**Floorplan with the power grid**

Drawn at 4 px/µm. Pins as bars on the die edge.
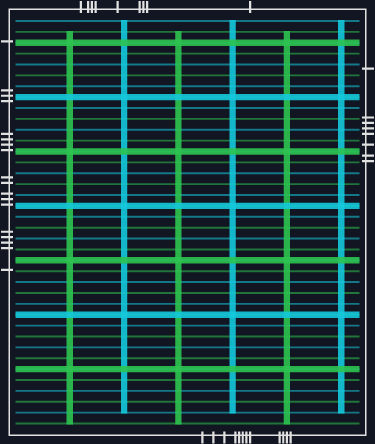
**Cells colored by class**

Drawn at 2 px/µm. Fill, decap, tap and diode cells in gray.
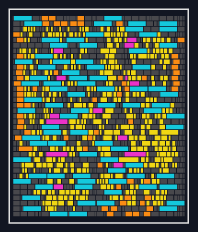
**Clock distribution**

Drawn at 6 px/µm.
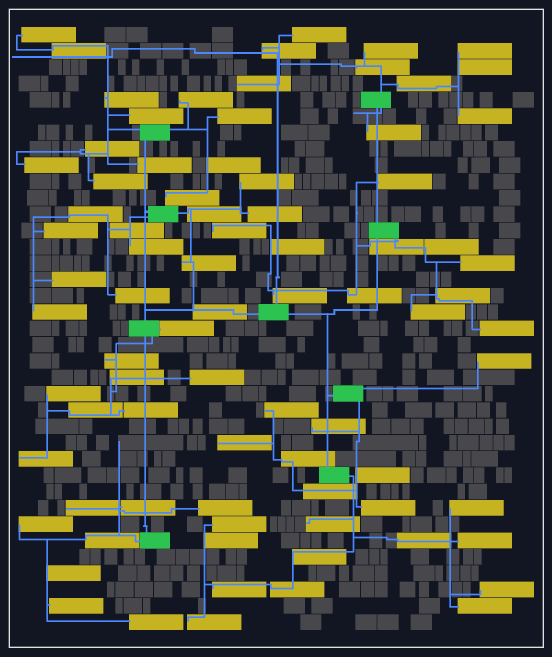
**Routed metal, one color a layer**

Drawn at 4 px/µm. Only two layers are drawn.
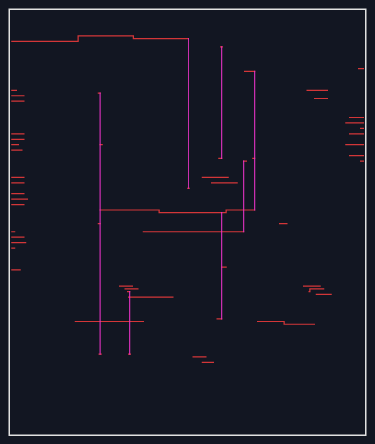
### config.mk
export PLATFORM = sky130hd
export DESIGN_NAME = neopixel_chain_tx
export DESIGN_NICKNAME = d
export VERILOG_FILES = /design/src/rtl/neopixel_chain_tx.sv
export SDC_FILE = /design/constraint.sdc
export NUM_CORES = 1
export LEC_CHECK = 0
export ABC_CLOCK_PERIOD_IN_PS = 3100
export CAP_MARGIN = 20
export CORE_ASPECT_RATIO = 1.2
export CORE_UTILIZATION = 50
export CTS_BUF_LIST = sky130_fd_sc_hd__clkbuf_8
export CTS_CLUSTER_SIZE = 30
export DETAILED_ROUTE_END_ITERATION = 6
export PLACE_DENSITY_LB_ADDON = 0.05
export SYNTH_ARGS = -nofsm -noshare
export SYNTH_HDL_FRONTEND = slang
export SYNTH_SLANG_ARGS = --single-unit
### constraint.sdc
create_clock -name clk -period 3.1 [get_ports clk]
set_input_delay 0.62 -clock clk [delete_from_list [all_inputs] [get_ports clk]]
set_output_delay 0.62 -clock clk [all_outputs]
set_load 0.01 [all_outputs]
### src/rtl/neopixel_chain_tx.sv
// neopixel_chain_tx: WS2812B/SK6805-class chain driver. Streams pixel words read from a
// synchronous RAM as pulse-width coded bits, then holds the latch gap once per frame.
module neopixel_chain_tx #(
    parameter int unsigned PIX_BITS  = 24,
    parameter int unsigned ADDR_W    = 8,
    parameter int unsigned TW        = 6,
    parameter int unsigned T_PERIOD  = 15,
    parameter int unsigned T1_HI     = 10,
    parameter int unsigned T0_HI     = 5,
    parameter int unsigned RW        = 16,
    parameter int unsigned T_RESET   = 600,
    parameter bit          MSB_FIRST = 1'b1
) (
    input  logic                clk,
    input  logic                rst,
    input  logic                start,
    input  logic [ADDR_W:0]     num_pixels,
    output logic [ADDR_W-1:0]   ram_rd_addr,
    input  logic [PIX_BITS-1:0] ram_rd_data,
    output logic                dout,
    output logic                busy,
    output logic                done
);
    localparam int unsigned BW = $clog2(PIX_BITS);

    typedef enum logic [1:0] {StIdle, StLoad, StSend, StGap} state_e;

    state_e              state_q, state_d;
    logic [PIX_BITS-1:0] shift_q, shift_d;
    logic [BW-1:0]       bit_idx_q, bit_idx_d;
    logic [TW-1:0]       clk_cnt_q, clk_cnt_d;
    logic [ADDR_W-1:0]   pix_idx_q, pix_idx_d;
    logic [ADDR_W-1:0]   addr_q, addr_d;
    logic [ADDR_W:0]     npix_q, npix_d;
    logic [RW-1:0]       gap_q, gap_d;
    logic                dout_q, dout_d;
    logic                busy_q, busy_d;
    logic                done_q, done_d;

    logic [ADDR_W:0]     num_clamped;
    logic [PIX_BITS-1:0] shifted;
    logic [TW-1:0]       hi_end;
    logic                cur_bit, last_bit, last_pix, period_end, gap_end;

    // Any request with the top bit set is at least 2**ADDR_W, so it clamps to exactly that.
    assign num_clamped = num_pixels[ADDR_W] ? {1'b1, {ADDR_W{1'b0}}} : num_pixels;

    assign cur_bit    = MSB_FIRST ? shift_q[PIX_BITS-1] : shift_q[0];
    assign shifted    = MSB_FIRST ? {shift_q[PIX_BITS-2:0], 1'b0} : {1'b0, shift_q[PIX_BITS-1:1]};
    assign hi_end     = cur_bit ? TW'(T1_HI - 1) : TW'(T0_HI - 1);
    assign period_end = (clk_cnt_q == TW'(T_PERIOD - 1));
    assign last_bit   = (bit_idx_q == BW'(PIX_BITS - 1));
    assign last_pix   = ({1'b0, pix_idx_q} == (npix_q - (ADDR_W + 1)'(1)));
    assign gap_end    = (gap_q == RW'(T_RESET - 1));

    always_ff @(posedge clk or posedge rst) begin
        if (rst) begin
            state_q <= StIdle;
        end else begin
            state_q <= state_d;
        end
    end

    always_comb begin
        state_d = state_q;
        unique case (state_q)
            StIdle: if (start && (num_clamped != '0)) state_d = StLoad;
            StLoad: state_d = StSend;
            StSend: if (period_end && last_bit && last_pix) state_d = StGap;
            StGap:  if (gap_end) state_d = StIdle;
            default: state_d = StIdle;
        endcase
    end

    always_comb begin
        shift_d   = shift_q;
        bit_idx_d = bit_idx_q;
        clk_cnt_d = clk_cnt_q;
        pix_idx_d = pix_idx_q;
        addr_d    = addr_q;
        npix_d    = npix_q;
        gap_d     = gap_q;
        dout_d    = dout_q;
        busy_d    = busy_q;
        done_d    = 1'b0;
        unique case (state_q)
            StIdle: begin
                if (start) begin
                    if (num_clamped == '0) begin
                        done_d = 1'b1;
                    end else begin
                        busy_d = 1'b1;
                        addr_d = '0;
                        npix_d = num_clamped;
                    end
                end
            end
            StLoad: begin
                shift_d   = ram_rd_data;
                dout_d    = 1'b1;
                bit_idx_d = '0;
                clk_cnt_d = '0;
                pix_idx_d = '0;
            end
            StSend: begin
                clk_cnt_d = clk_cnt_q + TW'(1);
                if (clk_cnt_q == hi_end) dout_d = 1'b0;
                // Prefetch early in the last bit so the next word is stable at the pixel boundary.
                if (last_bit && (clk_cnt_q == '0) && !last_pix) addr_d = addr_q + ADDR_W'(1);
                if (period_end) begin
                    clk_cnt_d = '0;
                    if (!last_bit) begin
                        shift_d   = shifted;
                        bit_idx_d = bit_idx_q + BW'(1);
                        dout_d    = 1'b1;
                    end else if (!last_pix) begin
                        shift_d   = ram_rd_data;
                        pix_idx_d = pix_idx_q + ADDR_W'(1);
                        bit_idx_d = '0;
                        dout_d    = 1'b1;
                    end else begin
                        dout_d = 1'b0;
                        gap_d  = '0;
                    end
                end
            end
            StGap: begin
                gap_d = gap_q + RW'(1);
                if (gap_end) begin
                    done_d = 1'b1;
                    busy_d = 1'b0;
                    addr_d = '0;
                end
            end
            default: ;
        endcase
    end

    always_ff @(posedge clk or posedge rst) begin
        if (rst) begin
            shift_q   <= '0;
            bit_idx_q <= '0;
            clk_cnt_q <= '0;
            pix_idx_q <= '0;
            addr_q    <= '0;
            npix_q    <= '0;
            gap_q     <= '0;
            dout_q    <= 1'b0;
            busy_q    <= 1'b0;
            done_q    <= 1'b0;
        end else begin
            shift_q   <= shift_d;
            bit_idx_q <= bit_idx_d;
            clk_cnt_q <= clk_cnt_d;
            pix_idx_q <= pix_idx_d;
            addr_q    <= addr_d;
            npix_q    <= npix_d;
            gap_q     <= gap_d;
            dout_q    <= dout_d;
            busy_q    <= busy_d;
            done_q    <= done_d;
        end
    end

    assign ram_rd_addr = addr_q;
    assign dout        = dout_q;
    assign busy        = busy_q;
    assign done        = done_q;

endmodule

==> qor.csv <==
stage;metric;value;unit
sta;maxSlewViolCount;0;
layout;antenna-diode-count;0;
logic_synthesis;avgSynthCellArea;8.70;µm²
floorplanning;die_h;106;µm
worst_setup_path;start_kind;flip-flop;
layout;final_net_count;615;
detailed_routing;drt_iter0_markers;218;
floorplanning;core_area;0.00866;mm²
detailed_routing;vias_per_cell;5.63;
logic_synthesis;xor_share;3.69;%
worst_setup_path;startpoint;npix_q[0]$_DFFE_PP0P_;
worst_setup_path;end_kind;flip-flop;
sta;fin_skew;0.0126;ns
sta;final.setup.tns;0;ns
power;powerDensity;380;mW/mm²
power;max-vdd-ir-drop;0.000242;V
sta;worst_pin_slew;0.895;ns
logic_synthesis;ys_cells;519;
logic_synthesis;ys_sh_simple;26.5;%
logic_synthesis;synth_compound_gate_area_share;17.1;%
layout;fin_area;0.00539;mm²
logic_synthesis;yosys.cell_types.count;55;
job;drv_cap;0;
logic_synthesis;yosysWarnings;0;
worst_hold_path;hold_depth;2;
sta;rsz0062_at_grt;false;
sta;max_freq;360;MHz
power;p_seq_share;51.5;%
sta;hold_slack;0.485;ns
worst_setup_path;slowest_stage;dfrtp_1;
floorplanning;initCoreUtil;52.2;%
logic_synthesis;edf_count;0;
worst_setup_path;slowest_delay;0.44;ns
worst_setup_path;critical_path_class;reg -> reg;
worst_setup_path;crit_path_cell_trace;inv_1 > ha_1 > or3_1 > a31oi_2 > nand3_2 > a211oi_1 > or2_1 > o21ai_0 > a21oi_1;
placement;dp_cells;672;
run_status;status;complete, no violations;
power;switching_share;19.6;%
floorplanning;io_pins;47;
power;combinationalPowerShare;3.8;%
clock_network;ctsRootBufferMaster;clkbuf_8;
clock_network;cts_made_buffers;9;
detailed_routing;vias;3862;
worst_hold_path;min_from;shift_q[0]$_DFFE_PP0P_;
worst_hold_path;hold_class;reg -> reg;
grt;grt_pass1_vias;3710;
sta;min_period;2.78;ns
sta;period_used_share;89.5;%
Back to the opening pictures, 'floorplan with the power grid':
| color | net |
|---|---|
| cyan | VDD |
| green | VSS |
rows: 37
signal pins: 47
met5 straps: 7
met1 rails: 38

Back to the opening pictures, 'cells colored by class':
| color | class | cells | share of their area |
|---|---|---|---|
| magenta | clock drivers and dummy loads | 14 | 4.4% |
| cyan | flip-flops | 81 | 39% |
| orange | other buffers and delay cells | 63 | 11% |
| yellow | all other logic | 411 | 46% |

Back to the opening pictures, 'clock distribution':
[yellow] flip-flops | count: 81
[green] cells driving clock nets | count: 9
[blue] clock wires | length: 1060 µm
routed clock nets: 10

Back to the opening pictures, 'routed metal, one color a layer':
| color | layer | wire length |
|---|---|---|
| red | met3 | 275 µm |
| magenta | met4 | 225 µm |

==> flip-flops by register name, summed over array words and instances, names as in the netlist <==
signal,cells
dout,1
ram_rd_addr,8
done,1
gap_q,16
clk_cnt_q,6
bit_idx_q,5
shift_q,24
npix_q,9
busy,1
pix_idx_q,8
state_q,2
==> cell families (layout without fill, tap and decap cells) <==
kind of cell	count (synthesis)	count (layout)
and+or+nand+nor	240	240
adders and majority gates	13	13
AOI/OAI and AO/OA	122	122
DFF	81	81
buffers and inverters	42	92
xor gates and xnor gates	19	19
muxes	2	2
==> final cells by class <==
cell class	instances	area [µm²]	share of cell area [%]
multi-input combinational	396	2330	43.2
sequential	81	2030	37.6
timing repair buffer	63	601	11.1
tap	117	146	2.71
clock buffer	10	138	2.55
clock inverter	4	93.8	1.74
inverter	15	57.6	1.07
==> power by group through the flow <==
stage | clock, mW | combinational [mW] | sequential, mW
after floorplan | 0 | 0.0228 | 1.08
after global placement | 0 | 0.0805 | 1.08
after detailed placement | 0 | 0.0808 | 1.08
after CTS | 0.936 | 0.0811 | 1.06
after global routing | 0.975 | 0.0881 | 1.06
final | 0.914 | 0.0783 | 1.06
==> placed cells by master (no fill, tap or decap), types with 12 or more instances in the layout <==
| cell type | Yosys | layout |
|---|---|---|
| nand3_1 | 16 | 16 |
| buf_4 | 0 | 16 |
| or3_1 | 14 | 14 |
| ha_1 | 13 | 13 |
| a31oi_1 | 26 | 26 |
| nand4_1 | 14 | 14 |
| nor2_1 | 45 | 44 |
| o21ai_0 | 45 | 45 |
| dfrtp_1 | 81 | 81 |
| clkdlybuf4s50_1 | 0 | 46 |
| a21oi_1 | 19 | 19 |
| nand2_1 | 89 | 89 |
| xor2_1 | 13 | 13 |
| inv_1 | 15 | 15 |
| nor2b_1 | 12 | 12 |
Power figures rest on the tool's default switching activity, not on a simulated workload.
